==> src/rtl/lsu_mem_initiator.sv <==
// rtl/lsu_mem_initiator.sv - load/store initiator between the MEM stage and data_memory
// Checks funct3, alignment and range, drives single-cycle strobes and extends load data.
module lsu_mem_initiator #(
  parameter int MEM_BYTES = 4096
) (
  input  logic        clk,
  input  logic        rst_n,
  input  logic        req_valid,
  output logic        req_ready,
  input  logic        req_is_store,
  input  logic [2:0]  req_funct3,
  input  logic [63:0] req_addr,
  input  logic [63:0] req_wdata,
  output logic        resp_valid,
  input  logic        resp_ready,
  output logic [63:0] resp_rdata,
  output logic        resp_is_store,
  output logic        resp_fault,
  output logic [1:0]  resp_fault_cause,
  output logic        mem_write_en,
  output logic        mem_read_en,
  output logic [63:0] mem_addr,
  output logic [63:0] mem_data_input,
  output logic [2:0]  load_format,
  output logic [1:0]  store_format,
  input  logic [63:0] mem_data_output
);

  typedef enum logic [1:0] {S_IDLE, S_ACCESS, S_RESP} state_t;

  localparam logic [64:0] LP_LIMIT = 65'(MEM_BYTES);

  state_t      r_state;
  logic        r_req_ready;
  logic        r_is_store;
  logic [2:0]  r_funct3;
  logic [63:0] r_addr;
  logic [63:0] r_wdata;
  logic [2:0]  r_load_format;
  logic [1:0]  r_store_format;
  logic        r_write_en;
  logic        r_read_en;
  logic        r_resp_valid;
  logic [63:0] r_rdata;
  logic        r_resp_is_store;
  logic        r_fault;
  logic [1:0]  r_cause;

  logic        w_accept;
  logic [3:0]  w_size;
  logic [2:0]  w_mask;
  logic [64:0] w_end;
  logic        w_illegal;
  logic        w_misaligned;
  logic        w_out_of_range;
  logic [2:0]  w_load_format;
  logic [63:0] w_ext;

  assign w_accept       = req_valid & r_req_ready;
  assign w_size         = 4'd1 << req_funct3[1:0];
  assign w_mask         = w_size[2:0] - 3'd1;
  // 65-bit sum so addresses near 2^64 cannot wrap back into range
  assign w_end          = {1'b0, req_addr} + {61'd0, w_size} - 65'd1;
  assign w_illegal      = req_is_store ? req_funct3[2] : (req_funct3 == 3'b111);
  assign w_misaligned   = (req_addr[2:0] & w_mask) != 3'd0;
  assign w_out_of_range = w_end >= LP_LIMIT;
  assign w_load_format  = (req_funct3[1:0] == 2'b11) ? 3'b101 : {1'b0, req_funct3[1:0]};

  always_comb begin
    w_ext = '0;
    case (r_funct3)
      3'b000:  w_ext = {{56{mem_data_output[7]}},  mem_data_output[7:0]};
      3'b001:  w_ext = {{48{mem_data_output[15]}}, mem_data_output[15:0]};
      3'b010:  w_ext = {{32{mem_data_output[31]}}, mem_data_output[31:0]};
      3'b011:  w_ext = mem_data_output;
      3'b100:  w_ext = {56'd0, mem_data_output[7:0]};
      3'b101:  w_ext = {48'd0, mem_data_output[15:0]};
      3'b110:  w_ext = {32'd0, mem_data_output[31:0]};
      default: w_ext = '0;
    endcase
  end

  always_ff @(posedge clk or negedge rst_n) begin
    if (!rst_n) begin
      r_state         <= S_IDLE;
      r_req_ready     <= 1'b0;
      r_is_store      <= 1'b0;
      r_funct3        <= 3'd0;
      r_addr          <= 64'd0;
      r_wdata         <= 64'd0;
      r_load_format   <= 3'd0;
      r_store_format  <= 2'd0;
      r_write_en      <= 1'b0;
      r_read_en       <= 1'b0;
      r_resp_valid    <= 1'b0;
      r_rdata         <= 64'd0;
      r_resp_is_store <= 1'b0;
      r_fault         <= 1'b0;
      r_cause         <= 2'd0;
    end else begin
      case (r_state)
        S_IDLE: begin
          r_req_ready <= 1'b1;
          if (w_accept) begin
            r_req_ready     <= 1'b0;
            r_is_store      <= req_is_store;
            r_funct3        <= req_funct3;
            r_addr          <= req_addr;
            r_wdata         <= req_wdata;
            r_load_format   <= w_load_format;
            r_store_format  <= req_funct3[1:0];
            r_resp_is_store <= req_is_store;
            r_rdata         <= 64'd0;
            r_fault         <= 1'b1;
            if (w_illegal) begin
              r_cause      <= 2'b11;
              r_resp_valid <= 1'b1;
              r_state      <= S_RESP;
            end else if (w_misaligned) begin
              r_cause      <= 2'b01;
              r_resp_valid <= 1'b1;
              r_state      <= S_RESP;
            end else if (w_out_of_range) begin
              r_cause      <= 2'b10;
              r_resp_valid <= 1'b1;
              r_state      <= S_RESP;
            end else begin
              r_fault    <= 1'b0;
              r_cause    <= 2'b00;
              r_write_en <= req_is_store;
              r_read_en  <= ~req_is_store;
              r_state    <= S_ACCESS;
            end
          end
        end
        S_ACCESS: begin
          r_write_en   <= 1'b0;
          r_read_en    <= 1'b0;
          r_rdata      <= r_is_store ? 64'd0 : w_ext;
          r_resp_valid <= 1'b1;
          r_state      <= S_RESP;
        end
        S_RESP: begin
          if (resp_ready) begin
            r_resp_valid <= 1'b0;
            r_req_ready  <= 1'b1;
            r_state      <= S_IDLE;
          end
        end
        default: r_state <= S_IDLE;
      endcase
    end
  end

  assign req_ready        = r_req_ready;
  assign resp_valid       = r_resp_valid;
  assign resp_rdata       = r_rdata;
  assign resp_is_store    = r_resp_is_store;
  assign resp_fault       = r_fault;
  assign resp_fault_cause = r_cause;
  assign mem_write_en     = r_write_en;
  assign mem_read_en      = r_read_en;
  assign mem_addr         = r_addr;
  assign mem_data_input   = r_wdata;
  assign load_format      = r_load_format;
  assign store_format     = r_store_format;

endmodule

==> config.mk <==
export PLATFORM = sky130hd
export DESIGN_NAME = lsu_mem_initiator
export DESIGN_NICKNAME = d
export VERILOG_FILES = /design/src/rtl/lsu_mem_initiator.sv
export SDC_FILE = /design/constraint.sdc
export NUM_CORES = 1
export LEC_CHECK = 0
export CAP_MARGIN = 5
export CORE_ASPECT_RATIO = 1.1
export CORE_MARGIN = 1
export CORE_UTILIZATION = 55
export CTS_CLUSTER_SIZE = 8
export DETAILED_ROUTE_END_ITERATION = 8
export DONT_BUFFER_PORTS = 1
export GPL_TIMING_DRIVEN = 0
export HOLD_SLACK_MARGIN = 0.1
export PLACE_DENSITY = 0.72
export SLEW_MARGIN = 15
export SYNTH_ARGS = -nofsm -noshare
export SYNTH_HDL_FRONTEND = slang
export SYNTH_SLANG_ARGS = --single-unit
==> constraint.sdc <==
create_clock -name clk -period 3.2 [get_ports clk]
set_clock_uncertainty 0.2 [all_clocks]
set_input_delay 0.96 -clock clk [delete_from_list [all_inputs] [get_ports clk]]
set_output_delay 0.96 -clock clk [all_outputs]
set_load 0.05 [all_outputs]
==> summary.txt, run 1 <==
flow finished, numbers: run status finished, violations left, failing checks hold timing, setup timing, Leakage slightly below 7 nW, Die Span X ~150 um, met3 global-route usage a little over 8%, ys async rst share 100%, Max Used Layer met4, Internal approximately 6 mW, Worst EP required 3470 ps, post-route minimum period 4770 ps, RSZ-0062 raised after global routing yes, Setup crit start kind primary input, Post-synth regs 208, crit-path max FO 6, Seq pwr share between 50% and 60%, top-count cell post-synth nand2_1, post-placement setup slack -2330 ps, initial DRC count between 900 and 1000, first-pass GRT wire length about 72000 um, Psw 7.13 mW, Placer Congestion about 0.96, Top class by area combinational gates, Placed Area between 0.01 and 0.015 mm2, final hold viol count around 84, Finish-stage setup viols 7, CP Launch Point req_funct3[0], Post-Synthesis Cells around 1700, Max rail drop VDD ~0.70 mV, via count 13185, Comb group between 3 and 4 mW, share of cells above drive strength 1 around 9%, Crit. End Element flip-flop, synth unique cells ~95, met3 wire len approximately 4000 um, Commonest Layout Cell nand2_1, Pre-Repair DR Iteration Count 6, Die Size approximately 0.025 mm2, TNS Setup -10000 ps, Signal inverters roughly 90, combinational gates about 1300, post-route setup slack -1570 ps, Synth Area in XOR/XNOR 1.17%, CTS Sinks 208, Main synth FF type dfrtp_1, largest net degree at the start of global routing ~210, yosys synthesis chip area around 0.013 mm2, M1 wire length roughly 18000 um, total global-route track usage a little under two fifths, sequential power 7.42 mW, Comb area share a little over 50%, tapcells inserted between 300 and 400, MaxCap Viol Count 0, vias in the first global route around 13000, Reg2Reg Setup Slack 310 ps, AO/OA Area Share 24.6%, Gate power share 24.2%, Die H 166 um, RR Startpoint req_ready, Seq area share 34.9%, clkbuf count 29, Antenna Cells 0, initial antenna violation count 0, Resized cells post-CTS 14, pwr dens approximately 890 mW/mm2, HP Class primary input to asynchronous set/reset pin, Tightest Pin Transition 979 ps, fp_density a little under three fifths, cell area after synthesis 0.0135 mm2, DP HPWL 38700 um, Simple Share, Synth 22.8%, sequential share of the synthesized area around two fifths, crit path kind primary input to flip-flop, most frequent cells after synthesis nand2_1, dfrtp_1, o21ai_0, Layout Utilization approximately 63%, Synth area leader dfrtp_1, WHS -76.0 ps, post-layout period usage 149%
-- run 1: worst max-delay path, stage by stage --
cell	delay, ps
or2_4	250
ha_4	150
inv_2	50
ha_4	130
inv_2	40
fa_2	350
nand2b_4	150
a21o_4	240
nor4_4	120
buf_4	190
o211ai_4	100
a32oi_2	300
nand4_1	210
or4_4	470
nor4_4	350
nand4_4	190
or4b_1	550
a21oi_1	140
a21o_1	100
-- run 1: worst min-delay path by stage --
stage / slack (ps) / cells past startpoint / to
2_1_floorplan: 340 / 2 / r_funct3[2]
3_3_place_gp: 400 / 2 / resp_valid
3_5_place_dp: 400 / 2 / resp_valid
4_1_cts: -100 / 0 / mem_addr[39]
5_1_grt: -100 / 0 / mem_data_input[54]
6_report: -80 / 0 / mem_data_input[54]
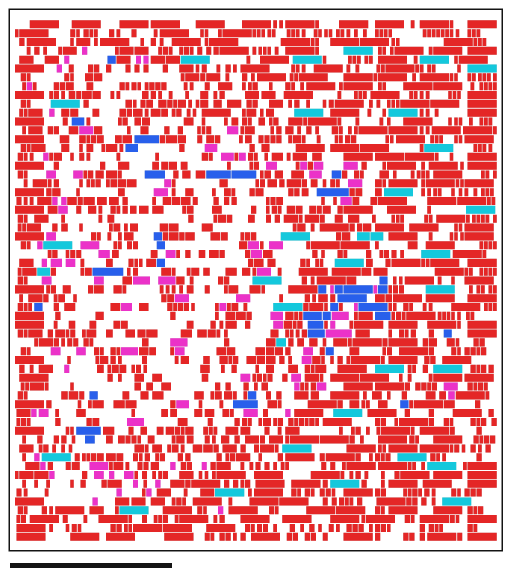
*Cells by drive strength, run 1*
Bar = 50 um.
Key: blue = _3 and _4 cells [cells 35, share 2.0%, most used buf_4]; magenta = _2 cells [cells 90, share 5.1%, most used buf_2]; red = _0 and _1 cells [cells 1599, share 91%, most used nand2_1]; cyan = _6 and larger [cells 33, share 1.9%, most used clkbuf_16]
Buffers, non-clock: 107
Final Cell Area: 0.0149 mm2
Area Growth Syn to Fin: 10.7%
post-route setup slack: -1570 ps

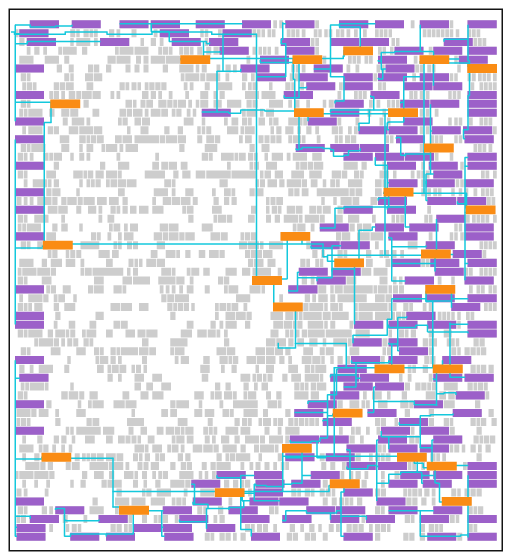
*Clock distribution, run 1*
Key: orange = clock drivers [count 29]; purple = flip-flops [count 208]; cyan = clock wires [length 2700 um]
Position of the flops: all over the die.
P_clk: 2.62 mW
Clock power frac: 19.8%
Skew-Pair Late Insertion Delay: 540 ps

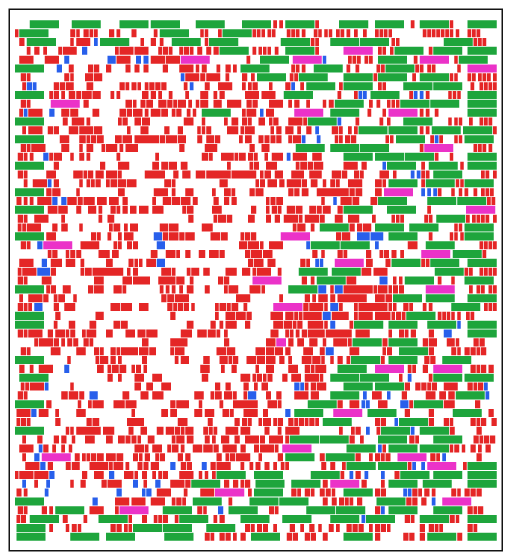
*Placed cells, one colour a class, run 1*
Key: magenta = clock drivers and dummy loads [cells 30]; blue = remaining buffers and delay cells [cells 107]; green = sequential cells [cells 208]; red = combinational and other logic [cells 1412]

==> inputs of run 2 (changes only) <==
--- a/config.mk
+++ b/config.mk
@@ -15,7 +15,6 @@
 export GPL_TIMING_DRIVEN = 0
 export HOLD_SLACK_MARGIN = 0.1
 export PLACE_DENSITY = 0.72
-export SLEW_MARGIN = 15
 export SYNTH_ARGS = -nofsm -noshare
 export SYNTH_HDL_FRONTEND = slang
 export SYNTH_SLANG_ARGS = --single-unit
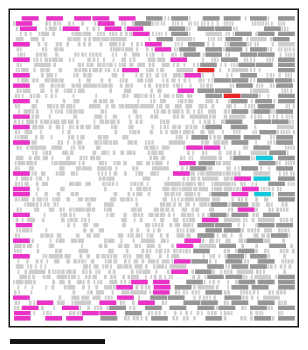
*Where the registers sit, run 2*
Bar = 50 um. Other sequential cells in the stronger grey, the rest of the logic in the fainter grey.
Key: red = resp_fault_cause [placed flops 2]; cyan = r_funct3 [placed flops 3]; magenta = mem_addr [placed flops 64]
sequential power: 7.42 mW
Seq area share: 34.9%

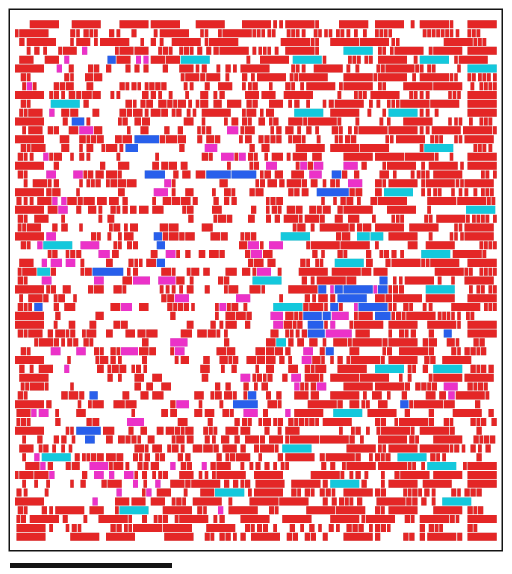
*Cells by drive strength, run 2*
Bar = 50 um.
Final Cell Area: 0.0149 mm2
Area Growth Syn to Fin: 10.7%
post-route setup slack: -1580 ps

==> run 2 against run 1 <==
Maximum frequency shrank 0.32%. The flow still finishes with violations (hold timing, setup timing). Combinational power hardly changed. Critical path depth unchanged. Synthesized area unchanged. Clock power about the same. Setup slack lost 15 ps. Flip-flop count stayed put. Non-clock buffer count unchanged. Final cell count unchanged. Critical endpoint unchanged. Design area about the same.
==> summary.txt, run 2 <==
flow finished, numbers: largest net degree at the start of global routing around 210, Commonest Layout Cell nand2_1, post-route setup slack -1580 ps, Layout Utilization 62.6%, vias in the first global route 12527, Post-Synthesis Cells ~1700, Placed Area between 0.01 and 0.015 mm2, via count 13100, sequential share of the synthesized area between 30 and 40%, CTS Sinks 208, Max rail drop VDD 0.700 mV, slowest CP cell or4b_1, post-layout period usage 150%, cell area after synthesis 0.0135 mm2, Leakage about 6.8 nW, final hold viol count a little under 100, post-placement setup slack -2330 ps, Psw about 7.1 mW, crit-path max FO 6, failing checks hold timing, setup timing, DP HPWL ~39000 um, Resized cells post-CTS 14, cell depth of the worst setup path 19, top-count cell post-synth nand2_1, P_clk approximately 2.6 mW, Comb group 3.20 mW, MaxCap Viol Count 0, crit path kind primary input to flip-flop, ys async rst share 100%, max incr delay on CP approximately 550 ps, Post-synth regs 208, Antenna Cells 0, Die Span X 151 um, initial DRC count between 900 and 1000, RR Startpoint req_ready, CP Launch Point req_funct3[0], most frequent cells after synthesis nand2_1, dfrtp_1, o21ai_0, RSZ-0062 raised after global routing yes, Main synth FF type dfrtp_1, Die H 166 um, critical-path cell list or2_4, ha_4, inv_2, ha_4, inv_2, fa_2, nand2b_4, a21o_4, nor4_4, buf_4, o211ai_4, a32oi_2, nand4_1, or4_4, nor4_4, nand4_4, or4b_1, a21oi_1, a21o_1, Synth area leader dfrtp_1, fp_density a little under three fifths, Skew-Pair Late Insertion Delay about 540 ps, Crit. End Element flip-flop, Die Size about 0.025 mm2, run status finished, violations left, CP bufs+invs 3, WHS -76.8 ps, Finish-stage setup viols 7, post-route minimum period about 4800 ps, Gate power share about 24%, share of cells above drive strength 1 approximately 9%, yosys synthesis chip area 0.0135 mm2, total global-route track usage between 30 and 40%
[run 2: per-layer routing]
metal / vias up / part of all wire (%) / global-route usage, %
li1: 6108 / - / -
met1: 6310 / 38 / 44.1
met2: 563 / 49 / 64.3
met3: 119 / 8.5 / 8.24
met4: 0 / 4.7 / 15.9
met5: - / 0 / 0
[run 2: area by class of cell]
type	instances	area [um2]	area share, %
buffer	96	434	2.91
tap	305	382	2.56
inverter	91	342	2.29
sequential	208	5200	34.9
clock buffer	29	726	4.86
clock inverter	1	8.76	0.0587
timing repair buffer	11	82.6	0.553
multi-input combinational	1321	7750	51.9
[run 2: logic make-up after synthesis]
logic type      Yosys count  synth area share, %
fa+ha+maj                69                 6.46
mux                       9                0.686
simple gates            693                 22.8
flops                   208                 38.6
xor+xnor                 18                 1.17
buf+inv                 187                 5.75
compound gates          532                 24.6
==> inputs of run 3 (changes only) <==
--- a/config.mk
+++ b/config.mk
@@ -7,9 +7,8 @@
 export LEC_CHECK = 0
 export CAP_MARGIN = 5
 export CORE_ASPECT_RATIO = 1.1
-export CORE_MARGIN = 1
+export CORE_MARGIN = 2
 export CORE_UTILIZATION = 55
-export CTS_CLUSTER_SIZE = 8
 export DETAILED_ROUTE_END_ITERATION = 8
 export DONT_BUFFER_PORTS = 1
 export GPL_TIMING_DRIVEN = 0
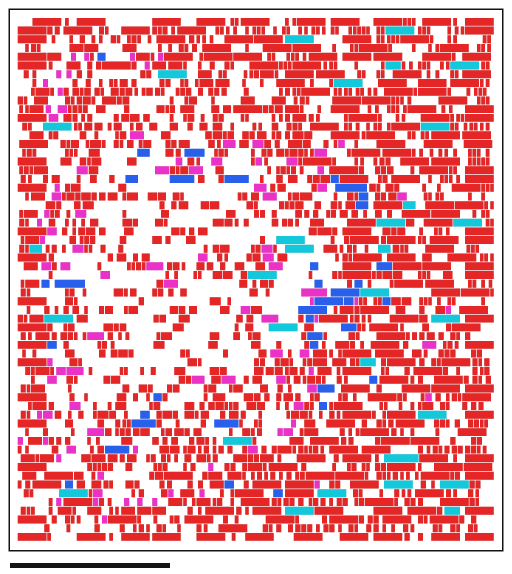
*Cells by drive strength, run 3*
Bar = 50 um.
Final Cell Area: 0.0149 mm2
Buffers, non-clock: 103

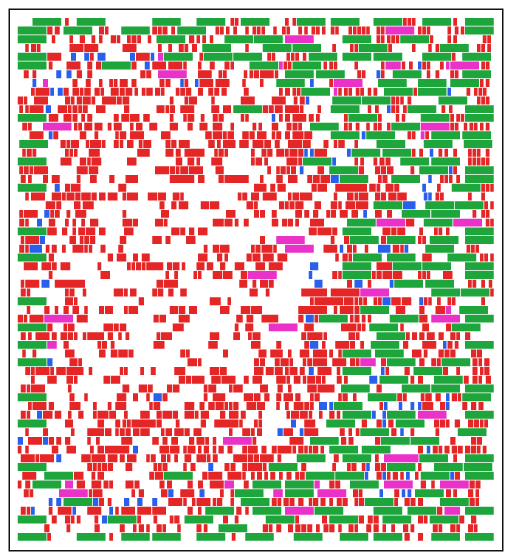
*Placed cells, one colour a class, run 3*
Key: red = combinational and other logic [cells 1412]; green = sequential cells [cells 208]; blue = remaining buffers and delay cells [cells 103]; magenta = clock drivers and dummy loads [cells 39]

==> run 3 against run 2 <==
The flow still finishes with violations (hold timing, setup timing). Largest power group unchanged. Clock-buffer cell count is 1 higher. Synthesized area stayed put. Die size is 2.5% higher. Maximum frequency is 0.65% higher. Sequential share of layout area is 0.12 points higher. Final cell count is 0.48% higher. Combinational power hardly changed. Total power is 0.58% lower.
==> summary.txt, run 3 <==
flow finished, numbers: first-pass GRT wire length 74000 um, vias in the first global route between 10000 and 15000, Die Span X about 150 um, slowest CP cell or4b_4, met3 wire len 4020 um, failing checks hold timing, setup timing, post-placement setup slack -2290 ps, sequential power between 7 and 8 mW, Setup crit start kind primary input, Antenna Cells 0, GRT busiest layer met2, Skew-Pair Late Insertion Delay ~520 ps, Placed Area about 0.014 mm2, CP Launch Point req_funct3[0], final hold viol count 14, Seq. cell area about 0.0052 mm2, Post-synth regs 208, Seq pwr share approximately 56%, Post-Synth Adder-Cell Area around 6.5%, WHS -63.2 ps, post-route setup slack -1550 ps, Clock power frac roughly a fifth, TNS Setup -10430 ps, run status finished, violations left, total global-route track usage between 30% and 40%, Die Size about 0.026 mm2, post-layout period usage 149%, Psw between 7 and 8 mW, sequential share of the synthesized area between 30% and 40%, Main synth FF type dfrtp_1, Leakage roughly 6.8 nW, M1 wire length 19100 um, Finish-stage setup viols 7, Reg2Reg Setup Slack ~270 ps, largest net degree at the start of global routing approximately 210, Area Growth Syn to Fin 10.3%, max incr delay on CP around 540 ps, critical-path cell list or2_4, ha_4, inv_2, ha_4, inv_2, fa_2, nand2b_4, buf_4, buf_4, a21oi_1, o211ai_1, and3_1, xnor2_1, a31oi_1, nand4_1, nor4_2, o211ai_1, or4b_4, a21oi_2, a21o_1
==> run 3: cell counts after synthesis <==
No cell type changed its count.
==> run 3: layout make-up <==
| cell class | count | area share [%] |
|---|---|---|
| Inverter | 91 | 2.30 |
| Tap cell | 310 | 2.61 |
| Clock inverter | 9 | 0.563 |
| Buffer | 94 | 2.87 |
| Timing Repair Buffer | 9 | 0.437 |
| Sequential cell | 208 | 35.0 |
| Multi-Input combinational cell | 1321 | 52.0 |
| Clock buffer | 30 | 4.25 |
==> run 3: timing repair <==
action,4_1_cts,5_1_grt
pin swaps,5,6
hold endpoints to repair,208,208
endpoints found under the setup margin,7,8
resized,20,10
buffers inserted,4,4
Power and IR drop assume default switching activity.
